$ cat config.mk
export PLATFORM = sky130hd
export DESIGN_NAME = branch_history_table
export DESIGN_NICKNAME = d
export VERILOG_FILES = /design/src/rtl/bp_pkg.sv /design/src/rtl/bht_counter.sv /design/src/rtl/branch_history_table.sv
export SDC_FILE = /design/constraint.sdc
export NUM_CORES = 1
export LEC_CHECK = 0
export CAP_MARGIN = 20
export CORE_MARGIN = 5
export CORE_UTILIZATION = 43
export DETAILED_ROUTE_END_ITERATION = 10
export GPL_ROUTABILITY_DRIVEN = 0
export PLACE_DENSITY = 0.86
export REMOVE_ABC_BUFFERS = 1
export SLEW_MARGIN = 20
export SYNTH_ARGS = -nofsm -noshare
export SYNTH_HDL_FRONTEND = slang
export SYNTH_SLANG_ARGS = --single-unit
$ cat constraint.sdc
create_clock -name clk_i -period 1.85 [get_ports clk_i]
set_clock_uncertainty 0.05 [all_clocks]
set_input_delay 0.37 -clock clk_i [delete_from_list [all_inputs] [get_ports clk_i]]
set_output_delay 0.37 -clock clk_i [all_outputs]
set_load 0.1 [all_outputs]
$ cat src/rtl/bp_pkg.sv
`default_nettype none
// ============================================================================
// Module   : bp_pkg
// Brief    : Shared types and helpers for the branch history table predictor.
// Revision : 1.0 - initial release
// ============================================================================
package bp_pkg;

    typedef enum logic [1:0] {
        SNT = 2'b00,
        WNT = 2'b01,
        WT  = 2'b10,
        ST  = 2'b11
    } bht_state_t;

    localparam int BHT_IDX_LSB = 2;

    // Saturating step of a two-bit counter toward the observed outcome.
    function automatic bht_state_t bht_next(input bht_state_t state, input logic taken);
        bht_state_t r_nxt;
        r_nxt = state;
        case (state)
            SNT:     r_nxt = taken ? WNT : SNT;
            WNT:     r_nxt = taken ? WT  : SNT;
            WT:      r_nxt = taken ? ST  : WNT;
            ST:      r_nxt = taken ? ST  : WT;
            default: r_nxt = state;
        endcase
        return r_nxt;
    endfunction

endpackage
`default_nettype wire

$ cat src/rtl/bht_counter.sv
`default_nettype none
// ============================================================================
// Module   : bht_counter
// Brief    : One two-bit saturating prediction counter with enable.
// Revision : 1.0 - initial release
// ============================================================================
module bht_counter
    import bp_pkg::*;
#(
    parameter logic [1:0] RESET_STATE = 2'b11
) (
    input  wire logic  clk_i,
    input  wire logic  rst_i,
    input  wire logic  i_en,
    input  wire logic  i_taken,
    output bht_state_t o_state
);

    bht_state_t r_state;

    always_ff @(posedge clk_i) begin
        if (rst_i) begin
            r_state <= bht_state_t'(RESET_STATE);
        end else if (i_en) begin
            r_state <= bht_next(r_state, i_taken);
        end
    end

    assign o_state = r_state;

endmodule
`default_nettype wire

$ cat src/rtl/branch_history_table.sv
`default_nettype none
// ============================================================================
// Module   : branch_history_table
// Brief    : PC-indexed two-bit saturating branch predictor with event counters.
//            Define BHT_BYPASS_EN to forward a same-cycle EX update to the lookup.
// Revision : 1.0 - initial release
// ============================================================================
module branch_history_table
    import bp_pkg::*;
#(
    parameter int         ENTRIES     = 16,
    parameter int         INDEX_W     = 4,
    parameter logic [1:0] RESET_STATE = 2'b11,
    parameter int         CNT_W       = 16
) (
    input  wire logic              clk_i,
    input  wire logic              rst_i,
    input  wire logic              id_branch_i,
    input  wire logic [31:0]       id_pc_i,
    output logic                   predict_o,
    input  wire logic              ex_branch_i,
    input  wire logic [31:0]       ex_pc_i,
    input  wire logic              ex_taken_i,
    input  wire logic              ex_predict_i,
    output logic                   flush_o,
    output logic [CNT_W-1:0]       branch_cnt_o,
    output logic [CNT_W-1:0]       mispredict_cnt_o
);

    logic [INDEX_W-1:0] w_id_idx;
    logic [INDEX_W-1:0] w_ex_idx;
    bht_state_t         w_entry [ENTRIES];
    logic [ENTRIES-1:0] w_upd_en;
    bht_state_t         w_lookup;
    logic               w_predict_bit;
    logic               w_unused_pc;

    logic [CNT_W-1:0]   r_branch_cnt;
    logic [CNT_W-1:0]   r_mispredict_cnt;

    assign w_id_idx = id_pc_i[INDEX_W+1:BHT_IDX_LSB];
    assign w_ex_idx = ex_pc_i[INDEX_W+1:BHT_IDX_LSB];

    // Only the index bits of the PCs matter; aliasing is accepted.
    assign w_unused_pc = ^{id_pc_i[31:INDEX_W+2], id_pc_i[1:0],
                           ex_pc_i[31:INDEX_W+2], ex_pc_i[1:0]};

    for (genvar gi = 0; gi < ENTRIES; gi++) begin : g_entry
        assign w_upd_en[gi] = ex_branch_i && (w_ex_idx == INDEX_W'(gi));

        bht_counter #(
            .RESET_STATE (RESET_STATE)
        ) u_counter (
            .clk_i   (clk_i),
            .rst_i   (rst_i),
            .i_en    (w_upd_en[gi]),
            .i_taken (ex_taken_i),
            .o_state (w_entry[gi])
        );
    end

    assign w_lookup = w_entry[w_id_idx];

`ifdef BHT_BYPASS_EN
    bht_state_t w_ex_next;
    assign w_ex_next     = bht_next(w_entry[w_ex_idx], ex_taken_i);
    assign w_predict_bit = (ex_branch_i && (w_id_idx == w_ex_idx)) ? w_ex_next[1]
                                                                   : w_lookup[1];
`else
    assign w_predict_bit = w_lookup[1];
`endif

    assign predict_o = id_branch_i & w_predict_bit;
    assign flush_o   = ex_branch_i & (ex_taken_i != ex_predict_i);

    always_ff @(posedge clk_i) begin
        if (rst_i) begin
            r_branch_cnt     <= '0;
            r_mispredict_cnt <= '0;
        end else if (ex_branch_i) begin
            if (r_branch_cnt != '1) begin
                r_branch_cnt <= r_branch_cnt + CNT_W'(1);
            end
            if (flush_o && (r_mispredict_cnt != '1)) begin
                r_mispredict_cnt <= r_mispredict_cnt + CNT_W'(1);
            end
        end
    end

    assign branch_cnt_o     = r_branch_cnt;
    assign mispredict_cnt_o = r_mispredict_cnt;

endmodule
`default_nettype wire
Gate-type map:
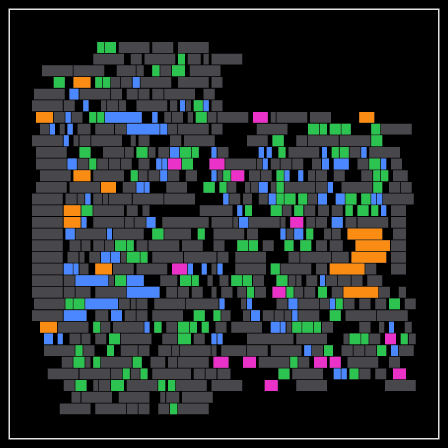
| color | family | cells |
|---|---|---|
| orange | multiplexers | 14 |
| blue | NOR gates | 83 |
| green | inverting AOI/OAI gates | 108 |
| magenta | AND-OR and OR-AND gates | 14 |

Power grid:
Pins as bars on the die edge.
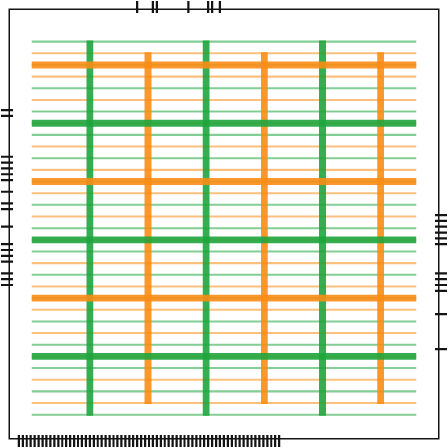
| color | net |
|---|---|
| green | VSS |
| orange | VDD |
met5 straps: 6
signal pins: 104
rows: 32

Where the registers sit:
Other sequential cells in the stronger gray, the rest of the logic in the fainter gray.
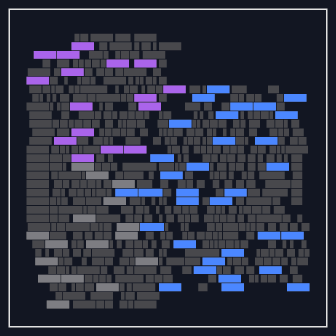
| color | netlist name | sequential cells |
|---|---|---|
| blue | g_entry.u_counter.o_state | 32 |
| purple | branch_cnt_o | 16 |
not colored: 16

==> results.toml <==
# flow metrics
[run_status]
outcome = "complete, but fails checks"
violations = "setup timing"

[setup_path]
crit_path_cell_trace = "mux4_2 -> mux4_2 -> and2_4 -> buf_12"
worst_path_most_repeated_cell = "mux4_2"
required_ns = 1.43
setup.worst_path.end_class = "primary output"
crit_family = "multiplexers"
cpMaxStageDelayCell = "mux4_2"
max_stage_delay_ns = 0.47
worstPathMaxFanout = 2
r2r_slack_ns = 0.04
crit_cells = 4
r2r_cells = 5
r2r_start = "mispredict_cnt_o[0]"
crit_start = "g_entry[15].u_counter.o_state[1]"
start_kind = "flip-flop"
path_buffers = 1
crit_path_end = "predict_o"
rr_endpoint = "mispredict_cnt_o[14]"
crit_type = "flip-flop to primary output"

[synth]
yosys_warnings = 0
async_flop_share = 0
top_cells_by_area = "dfxtp_1 37%, a21oi_1 6.5%, nor2_1 5.2%, o21bai_1 4.8%, a31oi_1 3.2%"
synthFlopType = "dfxtp_1"
yosysMostFrequentCell = "dfxtp_1"
synth.cellmix.compoundShare = 0.229
yosysSeqAreaShare = 0.369
synth_adder_area_share = 0.00721
synth_top_area_share = 0.369
synthTopLogicFamily = "simple AND/OR/NAND/NOR gates"
top_area_cell = "dfxtp_1"
ys_ff = 64
edf_count = 0
ys_top_cells_by_count = "64 x dfxtp_1, 48 x nor2_1, 45 x a21oi_1"
ys_sh_simple = 0.295
synthCells = 418
ys_cells = 418
yosysChipArea_um2 = 3470
synth_area_um2 = 3470
xor_area_frac = 0.00468
synth.distinct_cells = 45
mux_area_frac = 0.0609
syn_avg_cell_area_um2 = 8.31

[power]
power.switching_mw = 0.792
pg_clk_mw = 1.34
switching_share = 0.252
power_leader = "registers"
p_seq_frac = 0.446
p_comb_frac = 0.127
power.internal_mw = 2.35
p_per_area_nw_per_um2 = 581
vdd_drop_max_mv = 0.433
leakage_nw = 2.10
clkPwrFrac = 0.427
p_comb_mw = 0.399
seq_power_mw = 1.40

[job]
max_cap_violations = 0
tool_warnings = 84

[clock_network]
hold_buffers = 0
cts_tree = "built"
clkTransAtPathRegs_ns = 0.07
cts_num_sinks = 64
clockRootBuffer = "clkbuf_8"
cts_max_level = 3
cts_buffers = 9
ctsResizeCount = 18
cts_setup_buffers = 4
max-clock-path-buffers = 2
clk_latency_ns = 0.34

[global_route]
antenna_found_initial = 0
top_usage_layer = "met2"
grt_overflow = 0
grt_max_degree = 51
grtUsageMet1 = 0.254
grt_use_total = 0.217
grtUsageMet2 = 0.389
grt_pass1_vias = 3862
grt_pass1_wl_mm = 17.9

[placement]
place_area_um2 = 5010
port_buffers = 47
place_inst = 637
hpwl_mm = 7.56

[final_timing]
setup_ws_ns = -0.476
setup_viol = 1
rsz0062_at_grt = "yes"
period_needed_ns = 2.33
hold_viol_final = 0
drv_slew = 0
finalClockPeriodUsage = 1.26
relSlewSlack = 0.578
fin_hold_ws_ns = 0.453
worst_pin_slew_ns = 0.633
fmax_mhz = 430

[cells_and_area]
diodes = 0
top_area_cell_class = "logic gates"
num-multi-input-gates = 324
seq_share = 0.238
lay_top_count = "buf_4"
nNonClkBuffers = 146
sh_comb_area = 0.408
inverters = 7
nClkBuffers = 11
comb_area_um2 = 2200
buffer_area_frac = 0.285
syn2layout_area_growth_pct = 55.8
regArea_um2 = 1280
stdcell_area_um2 = 5410
largest_register_ffs = 32
mostFrequentLayoutCells = "97 x buf_4, 61 x dfxtp_1, 47 x nor2_1, 45 x a21oi_1, 34 x buf_12"
clk_share = 0.0409
drive_above_1_share = 0.343
fin_util = 0.693
fillCellCount = 556
flop-count = 64
fin_cells = 659
layout.nets = 624

[hold_path]
hp-start = "g_entry[8].u_counter.o_state[0]"
hp-class = "flip-flop to flip-flop"
hold_depth = 1

[detailed_routing]
wl_mm = 10.7
m1WireLength_mm = 4.29
drt.antenna.violating_nets = 0
wl_per_cell_um = 16.2
wl_met3_um = 660
dr.pass1.iters = 5
dr_total_vias = 3884
vias_per_cell = 5.89
drt_iter0_markers = 193
top_layer = "met4"
drc = 0

[die]
die_x_um = 99.9
rows = 32
n_tap_cell = 102
initCoreUtil = 0.445
core-area_um2 = 7810
die_area_um2 = 9970
io_pins = 104
fp.dieH_um = 99.9
